### src/rtl/antilog_decoder_if.sv
// rtl/antilog_decoder_if.sv - input/output handshake bundle of the antilog decoder
interface antilog_decoder_if #(
  parameter int K_W    = 4,
  parameter int FRAC_W = 7,
  parameter int OUT_W  = 16
);
  logic              in_valid;
  logic              in_ready;
  logic [K_W-1:0]    in_k;
  logic [FRAC_W-1:0] in_frac;
  logic              in_zero;
  logic              out_valid;
  logic              out_ready;
  logic [OUT_W-1:0]  out_data;
  logic              out_ovf;

  modport master (
    output in_valid, in_k, in_frac, in_zero, out_ready,
    input  in_ready, out_valid, out_data, out_ovf
  );

  modport slave (
    input  in_valid, in_k, in_frac, in_zero, out_ready,
    output in_ready, out_valid, out_data, out_ovf
  );
endinterface

### src/rtl/antilog_decoder.sv
// rtl/antilog_decoder.sv - two-stage pipelined antilog converter, (1.f)*2^k with saturation and optional rounding
module antilog_decoder #(
  parameter int IN_W   = 8,
  parameter int K_W    = 4,
  parameter int FRAC_W = 7,
  parameter int OUT_W  = 16,
  parameter int ROUND  = 1
) (
  input logic              clk,
  input logic              rst_n,
  antilog_decoder_if.slave bus
);
  localparam int KMAX   = 2*IN_W - 2;
  localparam int FULL_W = FRAC_W + OUT_W;
  localparam bit DO_ROUND = (ROUND != 0) && (FRAC_W > 0);
  // Keep the first discarded bit in the window when rounding.
  localparam int SHR    = DO_ROUND ? FRAC_W - 1 : FRAC_W;
  localparam int WIN_W  = DO_ROUND ? OUT_W + 1 : OUT_W;
  localparam logic [K_W-1:0] KMAX_K = K_W'(KMAX);

  logic              s1_valid;
  logic [FRAC_W:0]   s1_mant;
  logic [K_W-1:0]    s1_k;
  logic              s1_zero;
  logic              s1_ovf;

  logic              s2_valid;
  logic [OUT_W-1:0]  s2_data;
  logic              s2_ovf;

  logic              s1_adv;
  logic              s2_adv;
  logic [WIN_W-1:0]  win;
  logic [OUT_W-1:0]  res;
  logic [OUT_W-1:0]  s2_data_d;

  assign s2_adv       = ~s2_valid | bus.out_ready;
  assign s1_adv       = ~s1_valid | s2_adv;
  assign bus.in_ready = s1_adv;

  assign win = WIN_W'((FULL_W'(s1_mant) << s1_k) >> SHR);

  generate
    if (DO_ROUND) begin : g_round
      assign res = win[WIN_W-1:1] + {{(OUT_W-1){1'b0}}, win[0]};
    end else begin : g_trunc
      assign res = win;
    end
  endgenerate

  always_comb begin
    s2_data_d = res;
    if (s1_zero) begin
      s2_data_d = '0;
    end else if (s1_ovf) begin
      s2_data_d = '1;
    end
  end

  always_ff @(posedge clk or negedge rst_n) begin
    if (!rst_n) begin
      s1_valid <= 1'b0;
      s1_mant  <= '0;
      s1_k     <= '0;
      s1_zero  <= 1'b0;
      s1_ovf   <= 1'b0;
    end else if (s1_adv) begin
      s1_valid <= bus.in_valid;
      if (bus.in_valid) begin
        s1_mant <= {1'b1, bus.in_frac};
        s1_k    <= bus.in_k;
        s1_zero <= bus.in_zero;
        s1_ovf  <= (bus.in_k > KMAX_K) & ~bus.in_zero;
      end
    end
  end

  // Output register holds its last word across bubbles and stalls.
  always_ff @(posedge clk or negedge rst_n) begin
    if (!rst_n) begin
      s2_valid <= 1'b0;
      s2_data  <= '0;
      s2_ovf   <= 1'b0;
    end else if (s2_adv) begin
      s2_valid <= s1_valid;
      if (s1_valid) begin
        s2_data <= s2_data_d;
        s2_ovf  <= s1_ovf;
      end
    end
  end

  assign bus.out_valid = s2_valid;
  assign bus.out_data  = s2_data;
  assign bus.out_ovf   = s2_ovf;
endmodule
### src/flat_wrapper.sv
// flat-port wrapper written by rule: the top's interface ports become plain ports
module antilog_decoder_flat 
#(
  parameter int IN_W   = 8,
  parameter int K_W    = 4,
  parameter int FRAC_W = 7,
  parameter int OUT_W  = 16,
  parameter int ROUND  = 1
)
  (clk, rst_n, bus_in_valid, bus_in_k, bus_in_frac, bus_in_zero, bus_out_ready, bus_in_ready, bus_out_valid, bus_out_data, bus_out_ovf);
  antilog_decoder_if #(.K_W(K_W), .FRAC_W(FRAC_W), .OUT_W(OUT_W)) bus_i ();
  input logic clk;
  input logic rst_n;
  input wire logic [$bits(bus_i.in_valid)-1:0] bus_in_valid;
  input wire logic [$bits(bus_i.in_k)-1:0] bus_in_k;
  input wire logic [$bits(bus_i.in_frac)-1:0] bus_in_frac;
  input wire logic [$bits(bus_i.in_zero)-1:0] bus_in_zero;
  input wire logic [$bits(bus_i.out_ready)-1:0] bus_out_ready;
  output wire logic [$bits(bus_i.in_ready)-1:0] bus_in_ready;
  output wire logic [$bits(bus_i.out_valid)-1:0] bus_out_valid;
  output wire logic [$bits(bus_i.out_data)-1:0] bus_out_data;
  output wire logic [$bits(bus_i.out_ovf)-1:0] bus_out_ovf;
  assign bus_i.in_valid = bus_in_valid;
  assign bus_i.in_k = bus_in_k;
  assign bus_i.in_frac = bus_in_frac;
  assign bus_i.in_zero = bus_in_zero;
  assign bus_i.out_ready = bus_out_ready;
  assign bus_in_ready = bus_i.in_ready;
  assign bus_out_valid = bus_i.out_valid;
  assign bus_out_data = bus_i.out_data;
  assign bus_out_ovf = bus_i.out_ovf;
  antilog_decoder #(.IN_W(IN_W), .K_W(K_W), .FRAC_W(FRAC_W), .OUT_W(OUT_W), .ROUND(ROUND)) u_core (.clk(clk), .rst_n(rst_n), .bus(bus_i));
endmodule
### config.mk
export PLATFORM = sky130hd
export DESIGN_NAME = antilog_decoder_flat
export DESIGN_NICKNAME = d
export VERILOG_FILES = /design/src/rtl/antilog_decoder_if.sv /design/src/rtl/antilog_decoder.sv /design/src/flat_wrapper.sv
export SDC_FILE = /design/constraint.sdc
export NUM_CORES = 1
export LEC_CHECK = 0
export ABC_AREA = 1
export CELL_PAD_IN_SITES_DETAIL_PLACEMENT = 1
export CELL_PAD_IN_SITES_GLOBAL_PLACEMENT = 1
export CORE_MARGIN = 2
export CORE_UTILIZATION = 25
export DETAILED_ROUTE_END_ITERATION = 10
export PLACE_DENSITY_LB_ADDON = 0.12
export SETUP_SLACK_MARGIN = 0.05
export SLEW_MARGIN = 20
export SYNTH_ARGS = -nofsm -noshare
export SYNTH_HDL_FRONTEND = slang
export SYNTH_SLANG_ARGS = --single-unit
### constraint.sdc
create_clock -name clk -period 2 [get_ports clk]
set_input_delay 0.4 -clock clk [delete_from_list [all_inputs] [get_ports clk]]
set_output_delay 0.4 -clock clk [all_outputs]
set_load 0.03 [all_outputs]
pdn.png
Pins as bars on the die edge. Tap cells in grey.
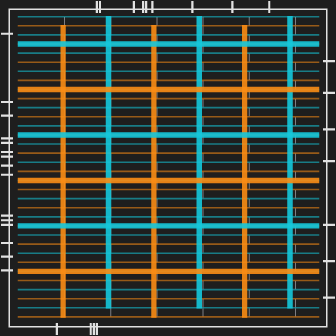
- orange: VSS
- cyan: VDD
- signal pins: 35
- tap cells: 105
- met5 straps: 6

cell_classes.png
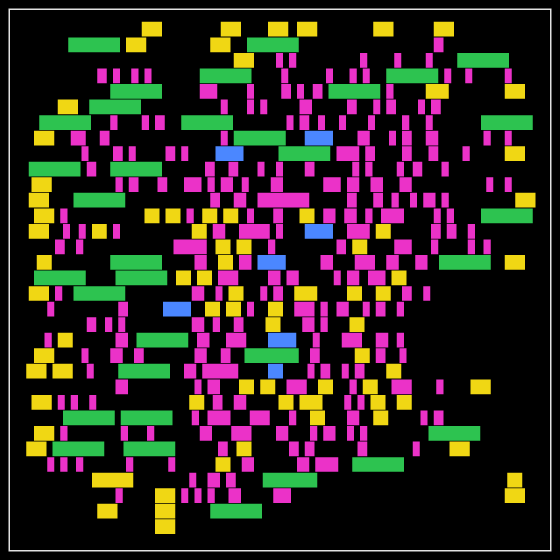
- magenta: all other logic (cells 236; share of their area 44%)
- blue: clock drivers and dummy loads (cells 7; share of their area 3.2%)
- yellow: other buffers and delay cells (cells 77; share of their area 24%)
- green: flip-flops (cells 33; share of their area 29%)

clock_map.png
The bar under the picture is 20 um long.
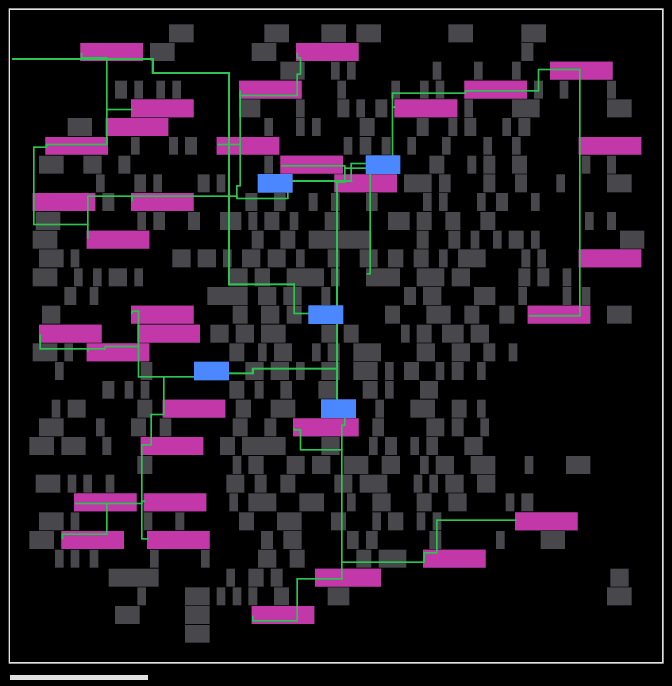
- green: clock wires (length 575 um)
- blue: cells driving clock nets (count 5)
- magenta: flip-flops (count 33)
- routed clock nets: 6

metal_stack.png
The bar under the picture is 20 um long.
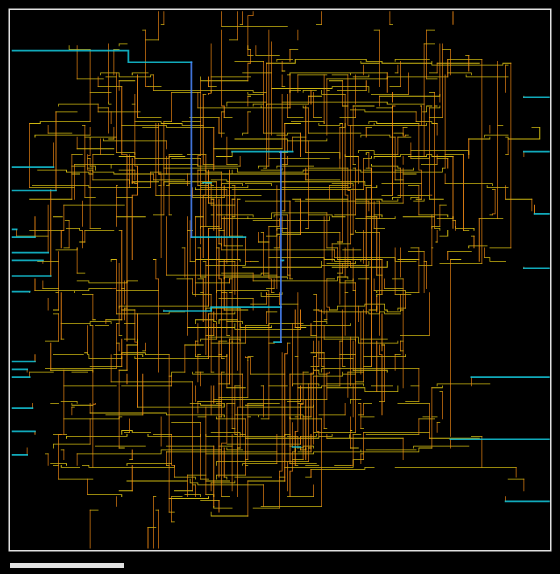
- cyan: met3 (wire length 193 um)
- orange: met2 (wire length 3140 um)
- yellow: met1 (wire length 3050 um)
- blue: met4 (wire length 63.9 um)

## worst reg2reg max path: stages (launching register included)
cell and delay (ps):
dfrtp_2 510, buf_6 180, nand2_2 70, nand3_2 80
nand2_1 60, nand2_1 70, nand2_1 60, nor2_2 90
ha_2 210, buf_4 110, nand2_2 60, nor2_4 150
nand2_2 80, nand2_1 70, nand3_1 70, nand2_1 70
nand2_1 40
## layout make-up
cell class                      instances  area, sq um  area share (%)
Timing Repair Buffer                   77          684            23.0
Clock inverter                          1         7.51           0.252
Tap cell                              105          131            4.42
Timing Repair inverter                  1         6.26           0.210
Clock buffer                            6         82.6            2.78
Inverter                               19         86.3            2.90
Sequential cell                        33          828            27.9
Multi-Input combinational cell        216         1150            38.6
## cells in the final DEF (no fill, tap or decap), drive strengths merged
| cell type | netlist | final |
|---|---|---|
| nand2 | 129 | 129 |
| nand3 | 35 | 35 |
| nor3 | 2 | 2 |
| xor2 | 1 | 1 |
| clkinvlp | 0 | 1 |
| nor2 | 10 | 10 |
| a21oi | 7 | 7 |
| o21ai | 19 | 19 |
| clkdlybuf4s50 | 0 | 33 |
| o22ai | 1 | 1 |
| or2 | 1 | 1 |
| clkbuf | 5 | 6 |
| ha | 2 | 2 |
| clkinv | 2 | 2 |
| a41oi | 1 | 1 |
| inv | 17 | 18 |
| a22o | 1 | 1 |
| a31oi | 1 | 1 |
| a21o | 1 | 1 |
| dfrtp | 33 | 33 |
| buf | 6 | 44 |
| nand4 | 5 | 5 |
## power by group
part / internal (mW) / switching (mW)
clock network: 0.272 / 0.265
logic: 0.552 / 0.736
registers: 0.788 / 0.114
## what timing repair did
action,4_1_cts,5_1_grt
pin swaps,8,13
setup buffers,4,3
hold buffers,0,0
cloned,0,1
endpoints found under the setup margin,10,10
resized,17,19
## cells by family (layout without fill, tap and decap cells)
group	count (synthesis)	count (layout)	synth area share, %
buf+inv	30	104	8.25
fa+ha+maj	2	2	1.22
simple gates	182	182	41.2
flops	33	33	40.3
xor+xnor	1	1	0.428
compound gates	31	31	8.56
## registers in the layout, indices dropped and copies added, names as in the netlist
signal	cells
u_core.bus.out_data	16
u_core.bus.out_ovf	1
u_core.bus.out_valid	1
u_core.s1_k	4
u_core.s1_mant	8
u_core.s1_ovf	1
u_core.s1_valid	1
u_core.s1_zero	1
## cells in the mapped netlist, drive strengths merged
master,n
a21o,1
a21oi,7
a22o,1
a31oi,1
a41oi,1
buf,6
clkbuf,5
clkinv,2
dfrtp,33
ha,2
inv,17
nand2,129
nand3,35
nand4,5
nor2,10
nor3,2
o21ai,19
o22ai,1
or2,1
xor2,1
## final timing paths
path / start / end / slack (ps) / cells after the start
worst max-delay path: u_core.s1_k[0] / u_core.bus.out_data[7] / -70 / 16
worst min-delay path: u_core.bus.out_data[7] / u_core.bus.out_data[7] / 480 / 2
worst max register to register: u_core.s1_k[0] / u_core.bus.out_data[7] / -70 / 16
worst min register to register: u_core.bus.out_data[7] / u_core.bus.out_data[7] / 480 / 2
max in group asynchronous: rst_n / u_core.s1_k[0] / 1120 / 2
min in group asynchronous: rst_n / u_core.bus.out_data[5] / 530 / 2
==> impl_metrics.yaml <==
# physical design summary
timing:
  setup_viol_count_final: 8
  finalCritPeriodShare_pct: 104
  slew_violations: 0
  setup_ws_ps: -71.5
  hold_violations: 0
  worstMarginPinSlew_ps: 466
  rsz0062_at_grt: "true"
  final.setup.tns_ps: -330
clocking:
  clockBufferDepth: 2
  clkTransAtPathRegs_ps: 70
die:
  row_count: 33
  die_x_um: 94.5
detailed_routing:
  top_layer: "met4"
  drt_pass1_iterations: 4
  ant_nets: 0
  drc_errors: 0
  drtIter0Drc: 64
global_routing:
  grt_busiest_layer: "met2"
  track_usage_pct: 15.3
  use_met1_pct: 19.8
  antenna_found_initial: 0
  grt_pass1_vias: 2114
  grt_pass1_wl_um: 10500
worst_setup_path:
  cp.buffers_inverters: 2
  crit_slowest_cell: "dfrtp_2"
  cp_max_fo: 6
  endpoint_kind: "flip-flop"
  crit_top_cell: "nand2_1"
yosys:
  ys_cells: 279
  ys_types: 36
  yosys_area_sq_mm: 0.00205
  ys_ff: 33
  synth_cells: 279
  synth_seq_share_pct: 40.3
place:
  dpl_worst_slack_ps: -228
  dp_cells: 443
  gp_congestion: 0.789
  io_buffers: 34
cells_and_area:
  drive_gt1_share_pct: 31.7
  final_cells: 458
  fin_area_sq_mm: 0.00297
power_and_ir_drop:
  vdd_drop_max_v: 0.000318
  p_leak_nw: 1.43
  powerDensity_mw_per_mm2: 917
flow_run:
  cap_viol_max_count: 0
status:
  outcome: "finished with violations"
  violations: "setup timing"
Power figures rest on the tool's default switching activity, not on a simulated workload.
